--- src/rtl/thr_tile_sequencer_if.sv ---
// ---------------------------------------------------------------------------
// thr_tile_sequencer_if
// Start/done handshake bundle between the tile sequencer and the engines it
// controls: the DMA reader, the PE array, the packer and the writeback engine.
//
// Signals
//   dma_start  / dma_done    DMA read of one tile
//   pe_start   / pe_done     per-PE start level and completion, NUM_PE wide
//   pack_start / pack_done   packer
//   wb_start   / wb_done     writeback engine
//
// Modports
//   master  sequencer side: drives the *_start levels and samples the *_done inputs
//   slave   engine side: the reverse direction
// ---------------------------------------------------------------------------
interface thr_tile_sequencer_if #(
   parameter int NUM_PE = 4
);
   logic              dma_start;
   logic              dma_done;
   logic [NUM_PE-1:0] pe_start;
   logic [NUM_PE-1:0] pe_done;
   logic              pack_start;
   logic              pack_done;
   logic              wb_start;
   logic              wb_done;

   modport master (
      output dma_start, pe_start, pack_start, wb_start,
      input  dma_done, pe_done, pack_done, wb_done
   );

   modport slave (
      input  dma_start, pe_start, pack_start, wb_start,
      output dma_done, pe_done, pack_done, wb_done
   );
endinterface

--- src/rtl/thr_tile_sequencer.sv ---
// ---------------------------------------------------------------------------
// thr_tile_sequencer
// Top-level sequencer for the thresholding datapath. The sequencer runs the
// stages DMA_READ -> PROCESS -> PACK -> WRITEBACK once for each tile. The host
// sets the number of tiles at run time. The sequencer drives NUM_PE processing
// elements and uses a per-PE participation mask. A run can be aborted.
//
// Optional feature macro: THR_SEQ_WDOG_EN
//   defined   : each stage has a watchdog. When the stage runs for
//               timeout_cycles cycles without its done input, the sequencer
//               goes to the ERROR state and sets error and err_stage.
//   undefined : the design has no watchdog counter. error and err_stage are
//               always 0.
//
// Ports
//   clk              rising-edge clock
//   reset            synchronous, active-high
//   start            1-cycle run request, accepted only in IDLE
//   tile_count       number of tiles, sampled when start is accepted
//   pe_mask          PE participation mask, sampled when start is accepted
//   abort            level input; returns the sequencer to IDLE from any state other than IDLE
//   timeout_cycles   watchdog limit per stage, 0 disables the watchdog
//   eng              engine handshake bundle (master modport); its NUM_PE
//                    must equal this module's NUM_PE
//   tile_idx         0-based index of the tile in flight
//   busy             1 in every state except IDLE
//   processing_done  1-cycle pulse when a run completes
//   error            sticky watchdog error
//   err_stage        stage that timed out: 0 DMA, 1 PE, 2 PACK, 3 WB
// All outputs are registered.
// ---------------------------------------------------------------------------
module thr_tile_sequencer #(
   parameter int NUM_PE    = 4,
   parameter int TILE_W    = 16,
   parameter int TIMEOUT_W = 16
) (
   input  logic                 clk,
   input  logic                 reset,
   input  logic                 start,
   input  logic [TILE_W-1:0]    tile_count,
   input  logic [NUM_PE-1:0]    pe_mask,
   input  logic                 abort,
   input  logic [TIMEOUT_W-1:0] timeout_cycles,
   thr_tile_sequencer_if.master eng,
   output logic [TILE_W-1:0]    tile_idx,
   output logic                 busy,
   output logic                 processing_done,
   output logic                 error,
   output logic [1:0]           err_stage
);

   typedef enum logic [2:0] {
      ST_IDLE      = 3'd0,
      ST_DMA_READ  = 3'd1,
      ST_PROCESS   = 3'd2,
      ST_PACK      = 3'd3,
      ST_WRITEBACK = 3'd4,
      ST_DONE      = 3'd5,
      ST_ERROR     = 3'd6
   } state_t;

   state_t              state_q, state_d;
   logic [TILE_W-1:0]   count_q, count_d;
   logic [NUM_PE-1:0]   mask_q, mask_d;
   logic [TILE_W-1:0]   tile_idx_q, tile_idx_d;
   logic [NUM_PE-1:0]   sticky_q, sticky_d;

   logic                dma_start_q, dma_start_d;
   logic [NUM_PE-1:0]   pe_start_q, pe_start_d;
   logic                pack_start_q, pack_start_d;
   logic                wb_start_q, wb_start_d;
   logic                busy_q, busy_d;
   logic                done_pulse_q, done_pulse_d;

   // in_stage is 1 in the four stage states. stage_done is the completion
   // condition of the current stage.
   logic                in_stage;
   logic                stage_done;
   logic                pe_all_done;

`ifdef THR_SEQ_WDOG_EN
   logic [TIMEOUT_W-1:0] wd_cnt_q, wd_cnt_d;
   logic                 error_q, error_d;
   logic [1:0]           err_stage_q, err_stage_d;
   logic [1:0]           stage_code;
   logic                 wd_expired;
`endif

   // A PE counts as finished when it has finished earlier in this PROCESS
   // visit, when it finishes in this cycle, or when it does not participate.
   // With an all-zero mask the PROCESS state lasts one cycle.
   assign pe_all_done = &(sticky_q | eng.pe_done | ~mask_q);

   always_comb begin
      state_d      = state_q;
      count_d      = count_q;
      mask_d       = mask_q;
      tile_idx_d   = tile_idx_q;
      sticky_d     = sticky_q;
      done_pulse_d = 1'b0;
      in_stage     = 1'b0;
      stage_done   = 1'b0;
`ifdef THR_SEQ_WDOG_EN
      error_d      = error_q;
      err_stage_d  = err_stage_q;
      stage_code   = 2'd0;
`endif

      case (state_q)
         ST_IDLE: begin
            if (start) begin
               count_d    = tile_count;
               mask_d     = pe_mask;
               tile_idx_d = '0;
`ifdef THR_SEQ_WDOG_EN
               error_d     = 1'b0;
               err_stage_d = 2'd0;
`endif
               state_d    = (tile_count == '0) ? ST_DONE : ST_DMA_READ;
            end
         end
         ST_DMA_READ: begin
            in_stage   = 1'b1;
            stage_done = eng.dma_done;
            if (eng.dma_done) begin
               sticky_d = '0;
               state_d  = ST_PROCESS;
            end
         end
         ST_PROCESS: begin
            in_stage   = 1'b1;
            stage_done = pe_all_done;
`ifdef THR_SEQ_WDOG_EN
            stage_code = 2'd1;
`endif
            // The sequencer records pe_done only for PEs that participate.
            sticky_d = sticky_q | (eng.pe_done & mask_q);
            if (pe_all_done) begin
               state_d = ST_PACK;
            end
         end
         ST_PACK: begin
            in_stage   = 1'b1;
            stage_done = eng.pack_done;
`ifdef THR_SEQ_WDOG_EN
            stage_code = 2'd2;
`endif
            if (eng.pack_done) begin
               state_d = ST_WRITEBACK;
            end
         end
         ST_WRITEBACK: begin
            in_stage   = 1'b1;
            stage_done = eng.wb_done;
`ifdef THR_SEQ_WDOG_EN
            stage_code = 2'd3;
`endif
            if (eng.wb_done) begin
               if (tile_idx_q == count_q - TILE_W'(1)) begin
                  state_d = ST_DONE;
               end else begin
                  tile_idx_d = tile_idx_q + TILE_W'(1);
                  state_d    = ST_DMA_READ;
               end
            end
         end
         ST_DONE: begin
            done_pulse_d = 1'b1;
            state_d      = ST_IDLE;
         end
         ST_ERROR: begin
            state_d = ST_ERROR;
         end
         default: begin
            state_d = ST_IDLE;
         end
      endcase

`ifdef THR_SEQ_WDOG_EN
      // If done and timeout occur in the same cycle, done wins.
      wd_expired = in_stage && !stage_done && (timeout_cycles != '0) &&
                   (wd_cnt_q == timeout_cycles - TIMEOUT_W'(1));
      if (wd_expired) begin
         state_d     = ST_ERROR;
         tile_idx_d  = tile_idx_q;
         error_d     = 1'b1;
         err_stage_d = stage_code;
      end
`endif

      // abort has priority over every done input and over the watchdog.
      // Bookkeeping stays as it was, so an abort during WRITEBACK does not
      // advance tile_idx. The sticky error flag is kept.
      if (abort && (state_q != ST_IDLE)) begin
         state_d      = ST_IDLE;
         tile_idx_d   = tile_idx_q;
         done_pulse_d = 1'b0;
`ifdef THR_SEQ_WDOG_EN
         error_d      = error_q;
         err_stage_d  = err_stage_q;
`endif
      end

`ifdef THR_SEQ_WDOG_EN
      // The counter restarts on every state entry. In cycle n of a stage,
      // wd_cnt_q holds n-1. The stage therefore expires at the end of its
      // timeout_cycles-th cycle.
      if ((state_d != state_q) || !in_stage) begin
         wd_cnt_d = '0;
      end else begin
         wd_cnt_d = wd_cnt_q + TIMEOUT_W'(1);
      end
`endif

      // The outputs are decoded from the next state. Each start level
      // therefore changes on the same edge as the state.
      dma_start_d  = (state_d == ST_DMA_READ);
      pe_start_d   = (state_d == ST_PROCESS) ? mask_d : '0;
      pack_start_d = (state_d == ST_PACK);
      wb_start_d   = (state_d == ST_WRITEBACK);
      busy_d       = (state_d != ST_IDLE);
   end

   always_ff @(posedge clk) begin
      if (reset) begin
         state_q      <= ST_IDLE;
         count_q      <= '0;
         mask_q       <= '0;
         tile_idx_q   <= '0;
         sticky_q     <= '0;
         dma_start_q  <= 1'b0;
         pe_start_q   <= '0;
         pack_start_q <= 1'b0;
         wb_start_q   <= 1'b0;
         busy_q       <= 1'b0;
         done_pulse_q <= 1'b0;
      end else begin
         state_q      <= state_d;
         count_q      <= count_d;
         mask_q       <= mask_d;
         tile_idx_q   <= tile_idx_d;
         sticky_q     <= sticky_d;
         dma_start_q  <= dma_start_d;
         pe_start_q   <= pe_start_d;
         pack_start_q <= pack_start_d;
         wb_start_q   <= wb_start_d;
         busy_q       <= busy_d;
         done_pulse_q <= done_pulse_d;
      end
   end

`ifdef THR_SEQ_WDOG_EN
   always_ff @(posedge clk) begin
      if (reset) begin
         wd_cnt_q    <= '0;
         error_q     <= 1'b0;
         err_stage_q <= 2'd0;
      end else begin
         wd_cnt_q    <= wd_cnt_d;
         error_q     <= error_d;
         err_stage_q <= err_stage_d;
      end
   end

   assign error     = error_q;
   assign err_stage = err_stage_q;
`else
   // Without the watchdog, the ERROR state cannot be reached and the
   // timeout inputs have no effect.
   logic unused_wdog;
   assign unused_wdog = ^{timeout_cycles, in_stage, stage_done};
   assign error       = 1'b0;
   assign err_stage   = 2'd0;
`endif

   assign eng.dma_start  = dma_start_q;
   assign eng.pe_start   = pe_start_q;
   assign eng.pack_start = pack_start_q;
   assign eng.wb_start   = wb_start_q;
   assign tile_idx        = tile_idx_q;
   assign busy            = busy_q;
   assign processing_done = done_pulse_q;

endmodule
--- src/flat_wrapper.sv ---
// flat-port wrapper written by rule: the top's interface ports become plain ports
module thr_tile_sequencer_flat 
#(
   parameter int NUM_PE    = 4,
   parameter int TILE_W    = 16,
   parameter int TIMEOUT_W = 16
)
  (clk, reset, start, tile_count, pe_mask, abort, timeout_cycles, tile_idx, busy, processing_done, error, err_stage, eng_dma_start, eng_pe_start, eng_pack_start, eng_wb_start, eng_dma_done, eng_pe_done, eng_pack_done, eng_wb_done);
  thr_tile_sequencer_if #(.NUM_PE(NUM_PE)) eng_i ();
  input  logic clk;
  input  logic reset;
  input  logic start;
  input  logic [TILE_W-1:0] tile_count;
  input  logic [NUM_PE-1:0] pe_mask;
  input  logic abort;
  input  logic [TIMEOUT_W-1:0] timeout_cycles;
  output logic [TILE_W-1:0] tile_idx;
  output logic busy;
  output logic processing_done;
  output logic error;
  output logic [1:0] err_stage;
  output wire logic [$bits(eng_i.dma_start)-1:0] eng_dma_start;
  output wire logic [$bits(eng_i.pe_start)-1:0] eng_pe_start;
  output wire logic [$bits(eng_i.pack_start)-1:0] eng_pack_start;
  output wire logic [$bits(eng_i.wb_start)-1:0] eng_wb_start;
  input wire logic [$bits(eng_i.dma_done)-1:0] eng_dma_done;
  input wire logic [$bits(eng_i.pe_done)-1:0] eng_pe_done;
  input wire logic [$bits(eng_i.pack_done)-1:0] eng_pack_done;
  input wire logic [$bits(eng_i.wb_done)-1:0] eng_wb_done;
  assign eng_dma_start = eng_i.dma_start;
  assign eng_pe_start = eng_i.pe_start;
  assign eng_pack_start = eng_i.pack_start;
  assign eng_wb_start = eng_i.wb_start;
  assign eng_i.dma_done = eng_dma_done;
  assign eng_i.pe_done = eng_pe_done;
  assign eng_i.pack_done = eng_pack_done;
  assign eng_i.wb_done = eng_wb_done;
  thr_tile_sequencer #(.NUM_PE(NUM_PE), .TILE_W(TILE_W), .TIMEOUT_W(TIMEOUT_W)) u_core (.clk(clk), .reset(reset), .start(start), .tile_count(tile_count), .pe_mask(pe_mask), .abort(abort), .timeout_cycles(timeout_cycles), .eng(eng_i), .tile_idx(tile_idx), .busy(busy), .processing_done(processing_done), .error(error), .err_stage(err_stage));
endmodule
--- config.mk ---
export PLATFORM = sky130hd
export DESIGN_NAME = thr_tile_sequencer_flat
export DESIGN_NICKNAME = d
export VERILOG_FILES = /design/src/rtl/thr_tile_sequencer_if.sv /design/src/rtl/thr_tile_sequencer.sv /design/src/flat_wrapper.sv
export SDC_FILE = /design/constraint.sdc
export NUM_CORES = 1
export LEC_CHECK = 0
export CAP_MARGIN = 20
export CORE_AREA = 2 2 75 77
export DETAILED_ROUTE_END_ITERATION = 8
export DIE_AREA = 0 0 77 79
export PLACE_DENSITY = 0.85
export RECOVER_POWER = 25
export SYNTH_ARGS = -nofsm -noshare
export SYNTH_HDL_FRONTEND = slang
export SYNTH_SLANG_ARGS = --single-unit
--- constraint.sdc ---
create_clock -name clk -period 6.08 [get_ports clk]
set_clock_uncertainty 0.05 [all_clocks]
set_input_delay 1.824 -clock clk [delete_from_list [all_inputs] [get_ports clk]]
set_output_delay 1.824 -clock clk [all_outputs]
set_load 0.03 [all_outputs]
registers.png
The bar under the picture is 20 um long. Other sequential cells in the stronger grey, the rest of the logic in the fainter grey.
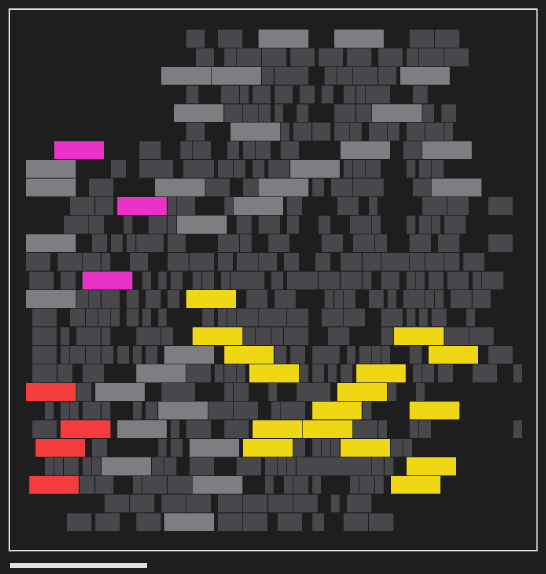
| colour | netlist name | placed flops |
|---|---|---|
| red | u_core.sticky_q | 4 |
| magenta | u_core.state_q | 3 |
| yellow | u_core.count_q | 16 |
not coloured: 29
seq pwr: 373 uW
final core utilization: 63.10%
FF+latch area: 1041 um2

final_placement.png
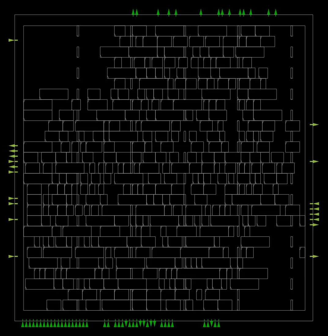
Tapcell Cnt: 72
fin cells: 454
seq_cells: 52
# fillers: 498

==> results.json <==
{
  "avgSynthCellArea_um2": 8.103,
  "cts_made_buffers": 5,
  "slew_headroom_pct": 20.90,
  "synthXorXnorAreaFrac_pct": 7.163,
  "synth_flops": 52,
  "die_w_um": 77,
  "wirelength_met1_um": 2682,
  "holdPathStages": 2,
  "grt_max_degree": 31,
  "timing.rr.end": "u_core.tile_idx[13]$_SDFFE_PP0P_",
  "nClkBuffers": 5,
  "tightest_slew_ps": 1186,
  "status": "completed",
  "synth.logic.top_family": "simple AND/OR/NAND/NOR gates",
  "irDropWorstVdd_uv": 172.8,
  "worst_setup_path_start_kind": "primary input",
  "p_sw_uw": 231.1,
  "dp.cells": 446,
  "gp_congestion": 0.8546,
  "dpl_cell_area_um2": 3257,
  "finalCriticalPeriod_ps": 4124,
  "yosys.area_share.simple_pct": 26.88,
  "cp_cell_sequence": "clkdlybuf4s50_1 -> and2_1 -> a21oi_1 -> a21o_1 -> a21o_2 -> or4_1 -> a21oi_1",
  "ys_area_um2": 2690,
  "r2r_slack_ps": 2780,
  "ctsResizeCount": 0,
  "cp_data_required_time_ps": 6270,
  "synthDominantCellAreaShare_pct": 38.70,
  "post-cts-setup-buffers": 0,
  "num-multi-input-gates": 257,
  "dr.pass1.iters": 4,
  "cts_sinks": 52,
  "area_delta_synth_final_pct": 25.21,
  "hp-start": "u_core.sticky_q[2]$_SDFFE_PP0P_",
  "drc": 0,
  "grt-busiest-layer": "met2",
  "clock_area_share_pct": 3.418,
  "layout_top_cell": "clkdlybuf4s50_1",
  "nNonClkInverters": 9,
  "ys_sh_mux_pct": 2.605,
  "met2_length_um": 3503,
  "leakagePower_uw": 0.001148,
  "ant_nets": 0,
  "pwr-share-seq_pct": 47.4,
  "pre_cts_ws_ps": 1596,
  "dr_total_vias": 2649,
  "wl_per_cell_um": 14.76,
  "area_leaders": "dfxtp_1 (39%), nand2_1 (6.8%), a21oi_1 (6.3%)",
  "max_stage_delay_ps": 650,
  "top_power_group": "sequential cells"
}
drive_strength.png
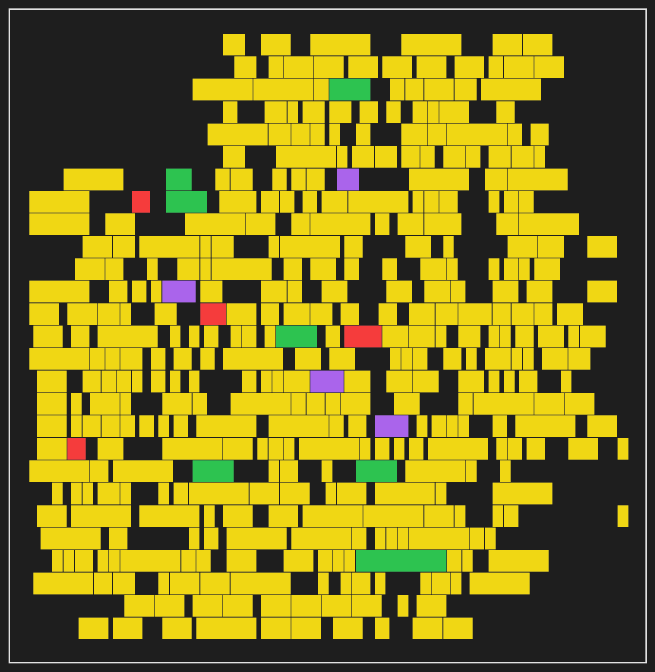
| colour | size | cells | share |
|---|---|---|---|
| red | drive 2 | 4 | 1.0% |
| yellow | drive 1 or less | 367 | 96% |
| purple | drive 3 to 4 | 4 | 1.0% |
| green | drive 6 and up | 7 | 1.8% |

clock_map.png
The bar under the picture is 20 um long.
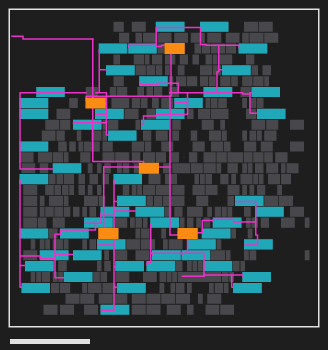
[orange] cells driving clock nets | count: 5
[cyan] flip-flops | count: 52
[magenta] clock wires | length: 603 um
flops lie: widely spread
routed clock nets: 6
Clock power frac: 31.0%
Clock Latency Late Sink: 320 ps
Clock group: 244 uW

Power figures rest on the tool's default switching activity, not on a simulated workload.
